==> run_1/clock_wires.png <==
Bar = 20 µm.
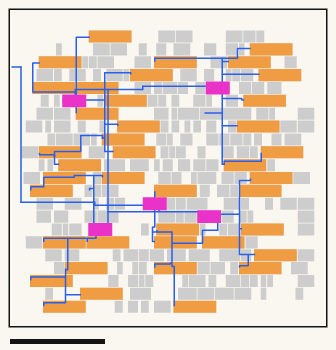
==> run_1/closeup.png <==
Region (35, 2) to (65, 32) µm. Cells in grey, sequential cells in the stronger grey; small squares are vias.
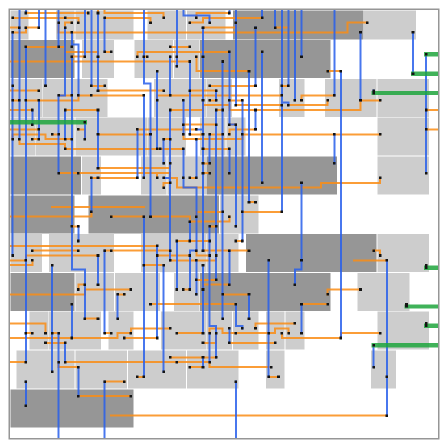
==> run_1/ff_map.png <==
Bar = 20 µm. Other sequential cells in the stronger grey, the rest of the logic in the fainter grey.
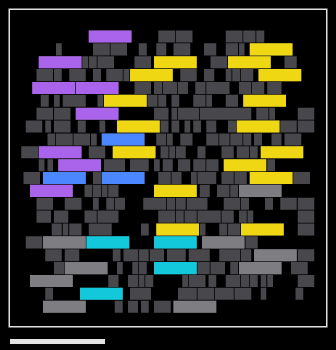
`config.mk`:
```
export PLATFORM = sky130hd
export DESIGN_NAME = moore_stream_sched
export DESIGN_NICKNAME = d
export VERILOG_FILES = /design/src/rtl/moore_stream_sched_pkg.sv /design/src/rtl/moore_stream_sched_hit_tally.sv /design/src/rtl/moore_stream_sched.sv
export SDC_FILE = /design/constraint.sdc
export NUM_CORES = 1
export LEC_CHECK = 0
export CAP_MARGIN = 20
export CORE_MARGIN = 2
export CORE_UTILIZATION = 50
export DETAILED_ROUTE_END_ITERATION = 8
export PLACE_DENSITY_LB_ADDON = 0.15
export SKIP_LAST_GASP = 1
export SYNTH_ARGS = -nofsm -noshare
export SYNTH_HDL_FRONTEND = slang
export SYNTH_SLANG_ARGS = --single-unit
```
`constraint.sdc`:
```
create_clock -name clk -period 2.2 [get_ports clk]
set_input_delay 0.44 -clock clk [delete_from_list [all_inputs] [get_ports clk]]
set_output_delay 0.44 -clock clk [all_outputs]
set_load 0.02 [all_outputs]
```
`src/rtl/moore_stream_sched_pkg.sv`:
```
// rtl/moore_stream_sched_pkg.sv - shared types and constants for the Moore detector stimulus scheduler
package moore_stream_sched_pkg;

    typedef enum logic {
        IDLE  = 1'b0,
        SHIFT = 1'b1
    } state_t;

    localparam int DEF_W = 8;
    localparam int TOT_W = 16;
    localparam logic [TOT_W-1:0] TOT_MAX = {TOT_W{1'b1}};

    // Increment that sticks at TOT_MAX instead of wrapping
    function automatic logic [TOT_W-1:0] sat_inc(input logic [TOT_W-1:0] v);
        return (v == TOT_MAX) ? v : v + 1'b1;
    endfunction

endpackage

```
`src/rtl/moore_stream_sched_hit_tally.sv`:
```
// rtl/moore_stream_sched_hit_tally.sv - attributes detector hits to word bits, per-word count and running total
module moore_stream_sched_hit_tally
    import moore_stream_sched_pkg::*;
#(
    parameter int W = DEF_W
) (
    input  logic                   clk,
    input  logic                   rst_n,
    input  logic                   bit_v,
    input  logic                   bit_last,
    input  logic                   det_z,
    input  logic                   clr_tot,
    output logic                   res_valid,
    output logic [$clog2(W+1)-1:0] res_count,
    output logic [TOT_W-1:0]       tot_hits
);

    localparam int CW = $clog2(W+1);

    logic          tag_v;
    logic          tag_last;
    logic [CW-1:0] acc;
    logic          hit;

    // A Z sample is only ours when it follows a cycle that drove a word bit
    assign hit = tag_v & det_z;

    // Delay the bit tags one cycle to line up with the detector's Moore output
    always_ff @(posedge clk or negedge rst_n) begin
        if (!rst_n) begin
            tag_v    <= 1'b0;
            tag_last <= 1'b0;
        end else begin
            tag_v    <= bit_v;
            tag_last <= bit_last;
        end
    end

    // Accumulate hits for the current word and publish them on its last bit
    always_ff @(posedge clk or negedge rst_n) begin
        if (!rst_n) begin
            acc       <= '0;
            res_valid <= 1'b0;
            res_count <= '0;
        end else begin
            res_valid <= 1'b0;
            if (tag_v && tag_last) begin
                res_count <= acc + {{(CW-1){1'b0}}, det_z};
                res_valid <= 1'b1;
                acc       <= '0;
            end else if (hit) begin
                acc <= acc + 1'b1;
            end
        end
    end

    // Saturating total of counted hits; a clear wins over a same-cycle hit
    always_ff @(posedge clk or negedge rst_n) begin
        if (!rst_n) begin
            tot_hits <= '0;
        end else if (clr_tot) begin
            tot_hits <= '0;
        end else if (hit) begin
            tot_hits <= sat_inc(tot_hits);
        end
    end

endmodule

```
`src/rtl/moore_stream_sched.sv`:
```
// rtl/moore_stream_sched.sv - word-to-serial scheduler feeding a Moore detector and tallying its hits
module moore_stream_sched
    import moore_stream_sched_pkg::*;
#(
    parameter int   W        = DEF_W,
    parameter logic IDLE_BIT = 1'b0
) (
    input  logic                   clk,
    input  logic                   rst_n,
    input  logic                   in_valid,
    input  logic [W-1:0]           in_data,
    output logic                   in_ready,
    output logic                   det_x,
    input  logic                   det_z,
    output logic                   res_valid,
    output logic [$clog2(W+1)-1:0] res_count,
    input  logic                   clr_tot,
    output logic [TOT_W-1:0]       tot_hits
);

    localparam int IW = $clog2(W);
    localparam logic [IW-1:0] LAST_IDX = IW'(W - 1);

    state_t        state;
    logic [W-1:0]  shreg;
    logic [IW-1:0] bit_idx;
    logic          hs;
    logic          bit_v;
    logic          bit_last;

    // Ready while idle, and on the final bit so the next word follows without a gap
    assign in_ready = (state == IDLE) | ((state == SHIFT) & (bit_idx == LAST_IDX));
    assign hs       = in_valid & in_ready;
    assign bit_v    = (state == SHIFT);
    assign bit_last = (state == SHIFT) & (bit_idx == LAST_IDX);

    // shreg holds the bits still waiting behind the one currently on det_x
    always_ff @(posedge clk or negedge rst_n) begin
        if (!rst_n) begin
            state   <= IDLE;
            shreg   <= '0;
            bit_idx <= '0;
            det_x   <= IDLE_BIT;
        end else begin
            case (state)
                IDLE: begin
                    if (hs) begin
                        det_x   <= in_data[W-1];
                        shreg   <= {in_data[W-2:0], 1'b0};
                        bit_idx <= '0;
                        state   <= SHIFT;
                    end
                end
                SHIFT: begin
                    if (bit_idx == LAST_IDX) begin
                        if (hs) begin
                            det_x   <= in_data[W-1];
                            shreg   <= {in_data[W-2:0], 1'b0};
                            bit_idx <= '0;
                        end else begin
                            det_x <= IDLE_BIT;
                            state <= IDLE;
                        end
                    end else begin
                        det_x   <= shreg[W-1];
                        shreg   <= shreg << 1;
                        bit_idx <= bit_idx + 1'b1;
                    end
                end
            endcase
        end
    end

    moore_stream_sched_hit_tally #(.W(W)) u_hit_tally (
        .clk       (clk),
        .rst_n     (rst_n),
        .bit_v     (bit_v),
        .bit_last  (bit_last),
        .det_z     (det_z),
        .clr_tot   (clr_tot),
        .res_valid (res_valid),
        .res_count (res_count),
        .tot_hits  (tot_hits)
    );

endmodule

```
==> results.ini, run 1 <==
[run_status]
status = finished, final reports clean

[worst_hold_path]
timing.hold.worst.class = in -> async

[synthesis]
synth_compound_gate_area_share = 0.149
synth_flops = 40
yosys.area_share.adder = 0.0381
enable_flop_cells = 0
mux_share = 0.0685
postSynthCellCount = 194
synth.largest_area_cell = sky130_fd_sc_hd__dfrtp_1
syn_nets = 213
netlist.area_leader.share = 0.508
synth-cells-yosys = 194
synth.avg_cell_area_um2 = 10.2
postSynthSeqShare = 0.508

[floorplan]
design.die.area_mm2 = 0.00446
io_pins = 36
placement_rows = 22
die_y_um = 66.8

[run]
max-cap-violations = 0

[sta]
fmaxAchievable_ghz = 0.476
final_critical_path_setup_slack_ns = 0.100
final_max_slew_viol_count = 0
fin_tns_setup_ns = 0
whs_ns = 0.108
final.min_clock_period_ns = 2.10
finalHoldViolations = 0
layout_worst_path_cycle_share = 0.954

[final_layout]
seq_area_frac = 0.393
core_util_final = 0.686
largest_cell_class = sequential cells
clockNetworkAreaShare = 0.0422
layout_top_cells = sky130_fd_sc_hd__dfrtp_1 (40), sky130_fd_sc_hd__clkdlybuf4s50_1 (33), sky130_fd_sc_hd__nand2_1 (18), sky130_fd_sc_hd__o21ai_0 (17), sky130_fd_sc_hd__a21oi_1 (15)
post_route_cells_drive_above_1_share = 0.128
final.clkbuf_count = 6
nNonClkBuffers = 48
seqCellArea_mm2 = 0.00100
mi_logic_area_um2 = 916

[power_and_ir_drop]
static-leakage-power_nw = 1.08
power_switching_w = 0.000757

[worst_setup_path]
timing.critical_path.fanout_max = 3
setup.worst_path.start_class = flop
reg2reg_depth = 5
crit_path_drt_ns = 1.76
timing_worst_setup_path_type = reg -> out
timing.critical_path.arrival_ns = 1.66

[placement]
dpl_worst_slack_ns = -0.170
hpwl_um = 3340
finalWeightedCongestion = 0.733
placedCellCount = 282

[global_route]
grt_start_max_net_pins = 24
global_route_wire_length_before_repair_um = 7630

[drt]
first_iter_violations = 118
routed_wirelength_um = 4360
drt_pre_antenna_iters = 4

[clocking]
cts_tree = done
cts.repair_timing.setup_buffer_count = 0
clock_sinks = 40

-- clock_wires.png (at the start) --
- clock wires: blue (length 481 µm)
- clock-net drivers: magenta (count 5)
- flip-flops: orange (count 40)
- flops lie: spread over the die
- routed clock nets: 6

-- closeup.png (at the start) --
- M1: orange
- M2: blue
- M3: green
- cells with their middle in the window: 60
- most frequent: clkdlybuf4s50_1 (11), dfrtp_1 (8), nand2_1 (5)
- netlist names of flops here include: u_hit_tally.res_count (4), u_hit_tally.tot_hits (3)
- sequential cells in the window: 8

-- ff_map.png (at the start) --
- u_hit_tally.tot_hits: yellow (sequential cells 16)
- shreg: purple (sequential cells 8)
- u_hit_tally.acc: cyan (sequential cells 4; where south)
- bit_idx: blue (sequential cells 3)

-- run 1: worst max-delay path: stages, from the launching register on --
cell                            delay, ns
sky130_fd_sc_hd__dfrtp_1             0.40
sky130_fd_sc_hd__ha_1                0.21
sky130_fd_sc_hd__ha_1                0.23
sky130_fd_sc_hd__nor2b_2             0.14
sky130_fd_sc_hd__inv_1               0.07
sky130_fd_sc_hd__dlygate4sd2_1       0.32
-- run 1: sequential cells by signal, indices dropped and copies added, names as in the netlist --
signal / cells
u_hit_tally.tot_hits: 16
shreg: 8
u_hit_tally.acc: 4
u_hit_tally.res_count: 4
bit_idx: 3
bit_v: 1
det_x: 1
u_hit_tally.res_valid: 1
u_hit_tally.tag_last: 1
u_hit_tally.tag_v: 1
-- run 1: worst paths after layout --
check	end	slack [ns]
max	in_ready	0.10
min	u_hit_tally.res_count[0]	0.11
max reg2reg	u_hit_tally.tot_hits[8]	0.15
min reg2reg	u_hit_tally.tag_v	0.41
max in group asynchronous	bit_idx[0]	1.53
min in group clk	u_hit_tally.tag_v	0.41
-- run 1: power groups by stage --
| stage | Combinational (W) | Sequential [W] | Clock (W) |
|---|---|---|---|
| floorplan | 0.000382 | 0.00109 | 0 |
| global placement | 0.000659 | 0.00105 | 0 |
| detailed placement | 0.000707 | 0.00107 | 0 |
| CTS | 0.000701 | 0.00105 | 0.000598 |
| global route | 0.000782 | 0.00108 | 0.000635 |
| finish | 0.000690 | 0.00105 | 0.000592 |
-- run 1: routing by layer --
| layer | GRT usage | wire length [µm] | part of all wire |
|---|---|---|---|
| met1 | 0.248 | 1830 | 0.42 |
| met2 | 0.423 | 2270 | 0.52 |
| met3 | 0.0659 | 170 | 0.039 |
| met4 | 0.0969 | 91 | 0.021 |
| met5 | 0 | 0 | 0 |
==> inputs of run 2 (changes only) <==
- SETUP_SLACK_MARGIN: unset -> 0.15
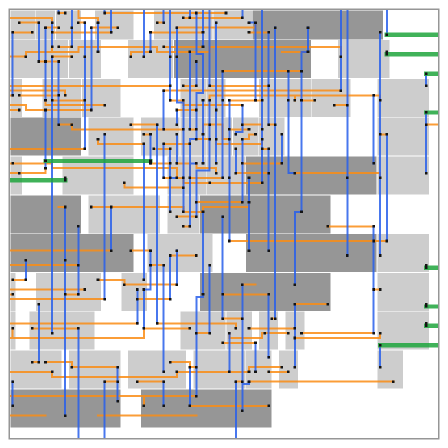
(run_2/closeup.png)
Region (35, 2) to (65, 32) µm. Cells in grey, sequential cells in the stronger grey; small squares are vias.
- M2: blue
- M1: orange
- M3: green
- cells with their middle in the window: 59
- most frequent: clkdlybuf4s50_1 (9), dfrtp_1 (9)
- netlist names of flops here include: u_hit_tally.res_count (4), u_hit_tally.tot_hits (4), u_hit_tally.acc (2)
- sequential cells in the window: 11

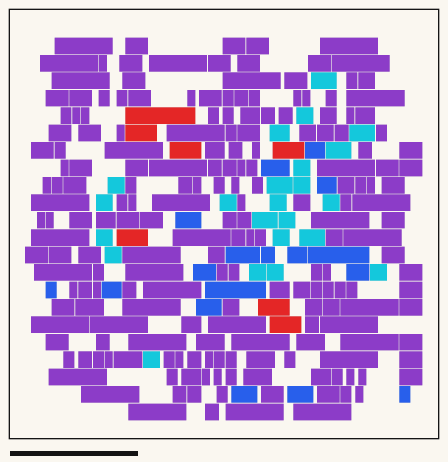
(run_2/sizing.png)
Bar = 20 µm.
- x1 and smaller: purple (cells 198; share 81%)
- x6 and larger: red (cells 7; share 2.9%)
- x3 and x4: cyan (cells 23; share 9.4%)
- x2: blue (cells 17; share 6.9%)

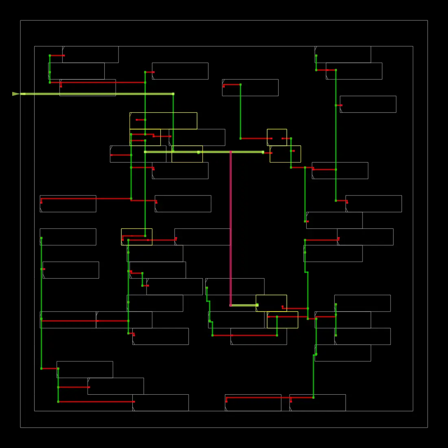
(run_2/clock_nets.png)
total number of clock tree sinks: 40
Worst Clk Skew: 0.00518 ns

==> results.ini, run 2 <==
[run_status]
status = finished, final reports clean

[drt]
postRouteAntennaNets = 0
first_iter_violations = 105
routed_wirelength_um = 4070
drt_pre_antenna_iters = 4

[clocking]
cts.repair_timing.setup_buffer_count = 3
cts_tree = done

[power_and_ir_drop]
peakVddDrop_uv = 546
power_density_mw_per_mm2 = 915
static-leakage-power_nw = 1.11

[worst_setup_path]
regToRegSetupSlack_ns = 0.23
timing_worst_setup_path_type = reg -> reg
reg2reg_depth = 5
setup.worst_path.start_class = flop
crit_path_drt_ns = 2.41
timing.critical_path.fanout_max = 7
timing.critical_path.arrival_ns = 2.18

[final_layout]
largest_register = u_hit_tally.tot_hits
final.fill_count = 296
mi_logic_area_um2 = 950
diodes = 0
post_route_cells_drive_above_1_share = 0.192
final_common_cell = sky130_fd_sc_hd__dfrtp_1
seqCellArea_mm2 = 0.00100
layout_top_registers = u_hit_tally.tot_hits x16, shreg x8
core_util_final = 0.705
flip_flop_count_of_the_largest_register_all_copies_and_words_added = 16
layout_top_cells = sky130_fd_sc_hd__dfrtp_1 (38), sky130_fd_sc_hd__clkdlybuf4s50_1 (32), sky130_fd_sc_hd__nand2_1 (18), sky130_fd_sc_hd__o21ai_0 (17), sky130_fd_sc_hd__buf_4 (16)
final_nets = 263

[placement]
placedCellCount = 282
finalWeightedCongestion = 0.763
hpwl_um = 3030
placement.cell_area_mm2 = 0.00244
dpl_worst_slack_ns = -0.143

[run]
max-cap-violations = 0

[synthesis]
yosys.area_share.adder = 0.0381
postSynthSeqShare = 0.508
mux_share = 0.0685
top_cells_by_area = sky130_fd_sc_hd__dfrtp_1 (51%), sky130_fd_sc_hd__mux2i_1 (4.6%), sky130_fd_sc_hd__o21ai_0 (4.3%)
enable_flop_cells = 0
synth.avg_cell_area_um2 = 10.2
ff_type = sky130_fd_sc_hd__dfrtp_1
synth_compound_gate_area_share = 0.149
netlist.area_leader.share = 0.508
synth.largest_area_cell = sky130_fd_sc_hd__dfrtp_1
library_cell_with_the_highest_instance_count_after_synthesis = sky130_fd_sc_hd__dfrtp_1
synth_flops = 40
postSynthCellCount = 194
syn_nets = 213
synth-cells-yosys = 194

[sta]
final.min_clock_period_ns = 1.97
layout_worst_path_cycle_share = 0.896
finalHoldViolations = 0
final_max_slew_viol_count = 0
fmaxAchievable_ghz = 0.507
fin_tns_setup_ns = 0
final_critical_path_setup_slack_ns = 0.228
whs_ns = 0.0871

[global_route]
global_route_wire_length_before_repair_um = 7120
antenna_violations_before_repair = 0
grt_start_max_net_pins = 22

[floorplan]
die_y_um = 66.8
design.die.area_mm2 = 0.00446
placement_rows = 22
io_pins = 36

[worst_hold_path]
timing.hold.worst.class = in -> async

-- run 2: report_power, final --
part	internal, W	total, W	leakage [nW]	switching [W]
combinational	0.000360	0.000723	0.524	0.000363
clock	0.000371	0.000626	0.0614	0.000255
sequential	0.000911	0.00105	0.522	0.000137
-- run 2: per-layer routing --
| metal | GRT usage | wire length [µm] |
|---|---|---|
| met2 | 0.379 | 2140 |
| met4 | 0.0536 | 25 |
| met1 | 0.248 | 1730 |
| met3 | 0.0372 | 172 |
| met5 | 0 | 0 |
-- run 2: logic make-up after synthesis --
family / Yosys count
flip-flops: 40
multiplexers: 13
buffers and inverters: 14
XOR/XNOR: 2
AND-OR/OR-AND: 49
AND/OR/NAND/NOR: 70
adder cells (fa/ha/maj): 6
-- run 2: cell type report --
cell class | count | area share
Multi-Input combinational cell | 140 | 0.362
Sequential cell | 40 | 0.383
Tap cell | 48 | 0.0229
Clock inverter | 2 | 0.0148
Clock buffer | 6 | 0.0315
Timing Repair Buffer | 51 | 0.177
Inverter | 6 | 0.00860
-- run 2: critical path, stage by stage (launching register included) --
cell	delay, ns
sky130_fd_sc_hd__dfrtp_1	0.44
sky130_fd_sc_hd__ha_2	0.26
sky130_fd_sc_hd__nand3_1	0.11
sky130_fd_sc_hd__or3_4	0.43
sky130_fd_sc_hd__or4_4	0.50
sky130_fd_sc_hd__a21oi_2	0.15
-- run 2: worst paths after layout --
path | startpoint | to
max | u_hit_tally.tot_hits[1] | u_hit_tally.tot_hits[12]
min | rst_n | u_hit_tally.res_count[2]
max reg2reg | u_hit_tally.tot_hits[1] | u_hit_tally.tot_hits[12]
min reg2reg | bit_v | u_hit_tally.tag_v
max in group asynchronous | rst_n | shreg[0]
min in group clk | bit_v | u_hit_tally.tag_v
==> inputs of run 3 (changes only) <==
- CAP_MARGIN: 20 -> unset
- CTS_BUF_LIST: unset -> sky130_fd_sc_hd__clkbuf_16
- RECOVER_POWER: unset -> 25
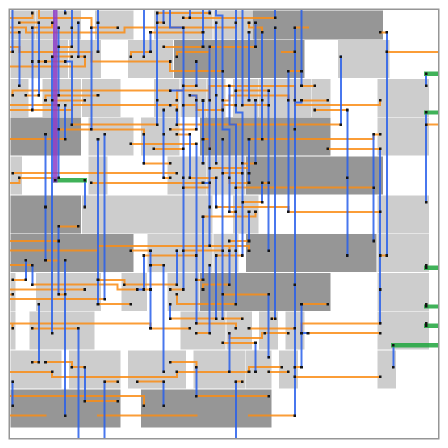
(run_3/closeup.png)
Region (35, 2) to (65, 32) µm. Cells in grey, sequential cells in the stronger grey; small squares are vias.
- M3: green
- M4: purple
- M1: orange
- M2: blue
- most frequent: clkdlybuf4s50_1 (9), dfrtp_1 (9)
- cells with their middle in the window: 60
- sequential cells in the window: 11
- netlist names of flops here include: u_hit_tally.res_count (4), u_hit_tally.tot_hits (4), u_hit_tally.acc (2)

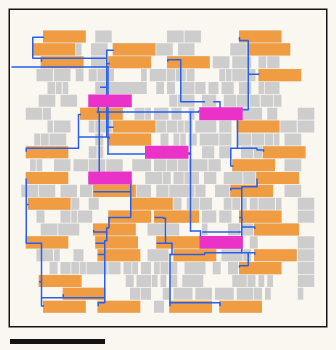
(run_3/clock_wires.png)
Bar = 20 µm.
- flip-flops: orange (count 40)
- clock-net drivers: magenta (count 5)
- clock wires: blue (length 447 µm)
- flops lie: spread over the die

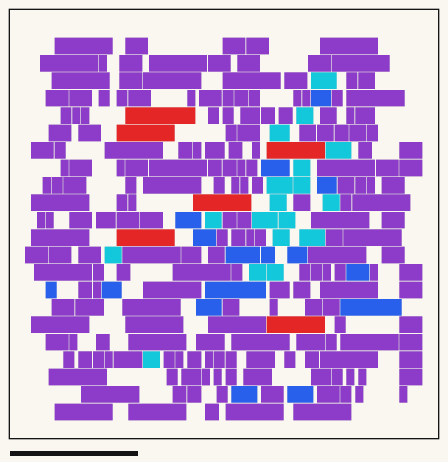
(run_3/sizing.png)
Bar = 20 µm.
- x3 and x4: cyan (cells 18; share 7.4%)
- x1 and smaller: purple (cells 202; share 83%)
- x2: blue (cells 16; share 6.6%)
- x6 and larger: red (cells 6; share 2.5%)

==> results.ini, run 3 <==
[run_status]
status = finished, final reports clean

[floorplan]
io_pins = 36
die_y_um = 66.8
placement_rows = 22

[placement]
hpwl_um = 3030
placedCellCount = 282
finalWeightedCongestion = 0.763

[synthesis]
library_cell_with_the_highest_instance_count_after_synthesis = sky130_fd_sc_hd__dfrtp_1
ff_type = sky130_fd_sc_hd__dfrtp_1
synth_compound_gate_area_share = 0.149
synth.avg_cell_area_um2 = 10.2
postSynthCellCount = 194
syn_nets = 213
synth.largest_area_cell = sky130_fd_sc_hd__dfrtp_1
netlist.area_leader.share = 0.508
mux_share = 0.0685

[final_layout]
layout_top_cells = sky130_fd_sc_hd__dfrtp_1 (38), sky130_fd_sc_hd__clkdlybuf4s50_1 (32), sky130_fd_sc_hd__nand2_1 (18), sky130_fd_sc_hd__o21ai_0 (17)
final_common_cell = sky130_fd_sc_hd__dfrtp_1
largest_register = u_hit_tally.tot_hits

[sta]
finalHoldViolations = 0
fmaxAchievable_ghz = 0.515
final.min_clock_period_ns = 1.94
whs_ns = 0.341

[worst_setup_path]
regToRegSetupSlack_ns = 0.26
r2r_start = u_hit_tally.tot_hits[1]
timing.critical_path.arrival_ns = 2.14
crit_path_drt_ns = 2.40

[drt]
first_iter_violations = 83

[power_and_ir_drop]
cell_internal_pwr_w = 0.00177
seq_power_share = 0.413
peakVddDrop_uv = 558
power_switching_w = 0.000777
p_clk_frac = 0.318
power_density_mw_per_mm2 = 968

[clocking]
clock_sinks = 40

[global_route]
antenna_violations_before_repair = 0

-- run 3: per-layer routing --
layer / global-route usage / wire length, µm
met1: 0.250 / 1740
met2: 0.399 / 2210
met3: 0.0422 / 171
met4: 0.0612 / 57
met5: 0 / 0
-- run 3: power by group through the flow --
stage	sequential, W	clock (W)	combinational (W)
floorplan	0.00109	0	0.000382
global placement	0.00105	0	0.000659
detailed placement	0.00106	0	0.000698
CTS	0.00106	0.000821	0.000704
global route	0.00108	0.000850	0.000786
finish	0.00105	0.000812	0.000685
-- run 3: what timing repair did --
action | in CTS | in global routing
hold buffers | 0 | 0
pin swaps | 0 | 2
resized | 3 | 12
endpoints found under the setup margin | 1 | 7
buffers inserted | 0 | 0
-- run 3: critical path, cell delays in order (launching register included) --
cell and delay (ns):
sky130_fd_sc_hd__dfrtp_1 0.43, sky130_fd_sc_hd__ha_2 0.26, sky130_fd_sc_hd__nand3_1 0.11, sky130_fd_sc_hd__or3_4 0.43, sky130_fd_sc_hd__or4_1 0.49, sky130_fd_sc_hd__a21oi_1 0.15
-- run 3: cell type report --
cell class,instances,area share
Inverter,6,0.00855
Multi-Input combinational cell,140,0.359
Tap cell,48,0.0228
Timing Repair Buffer,48,0.165
Clock buffer,5,0.0475
Clock inverter,3,0.0161
Sequential cell,40,0.381
-- run 3: worst max-delay path by stage --
stage,endpoint,depth (start not counted),slack [ns],start
floorplan,u_hit_tally.tot_hits[12],6,0.15,u_hit_tally.tot_hits[1]
global placement,u_hit_tally.tot_hits[9],5,-0.1,det_z
detailed placement,u_hit_tally.tot_hits[12],6,-0.14,det_z
CTS,u_hit_tally.tot_hits[12],6,0.15,det_z
global route,u_hit_tally.tot_hits[10],5,0.14,u_hit_tally.tot_hits[1]
finish,u_hit_tally.tot_hits[10],5,0.26,u_hit_tally.tot_hits[1]
Power figures rest on the tool's default switching activity, not on a simulated workload.
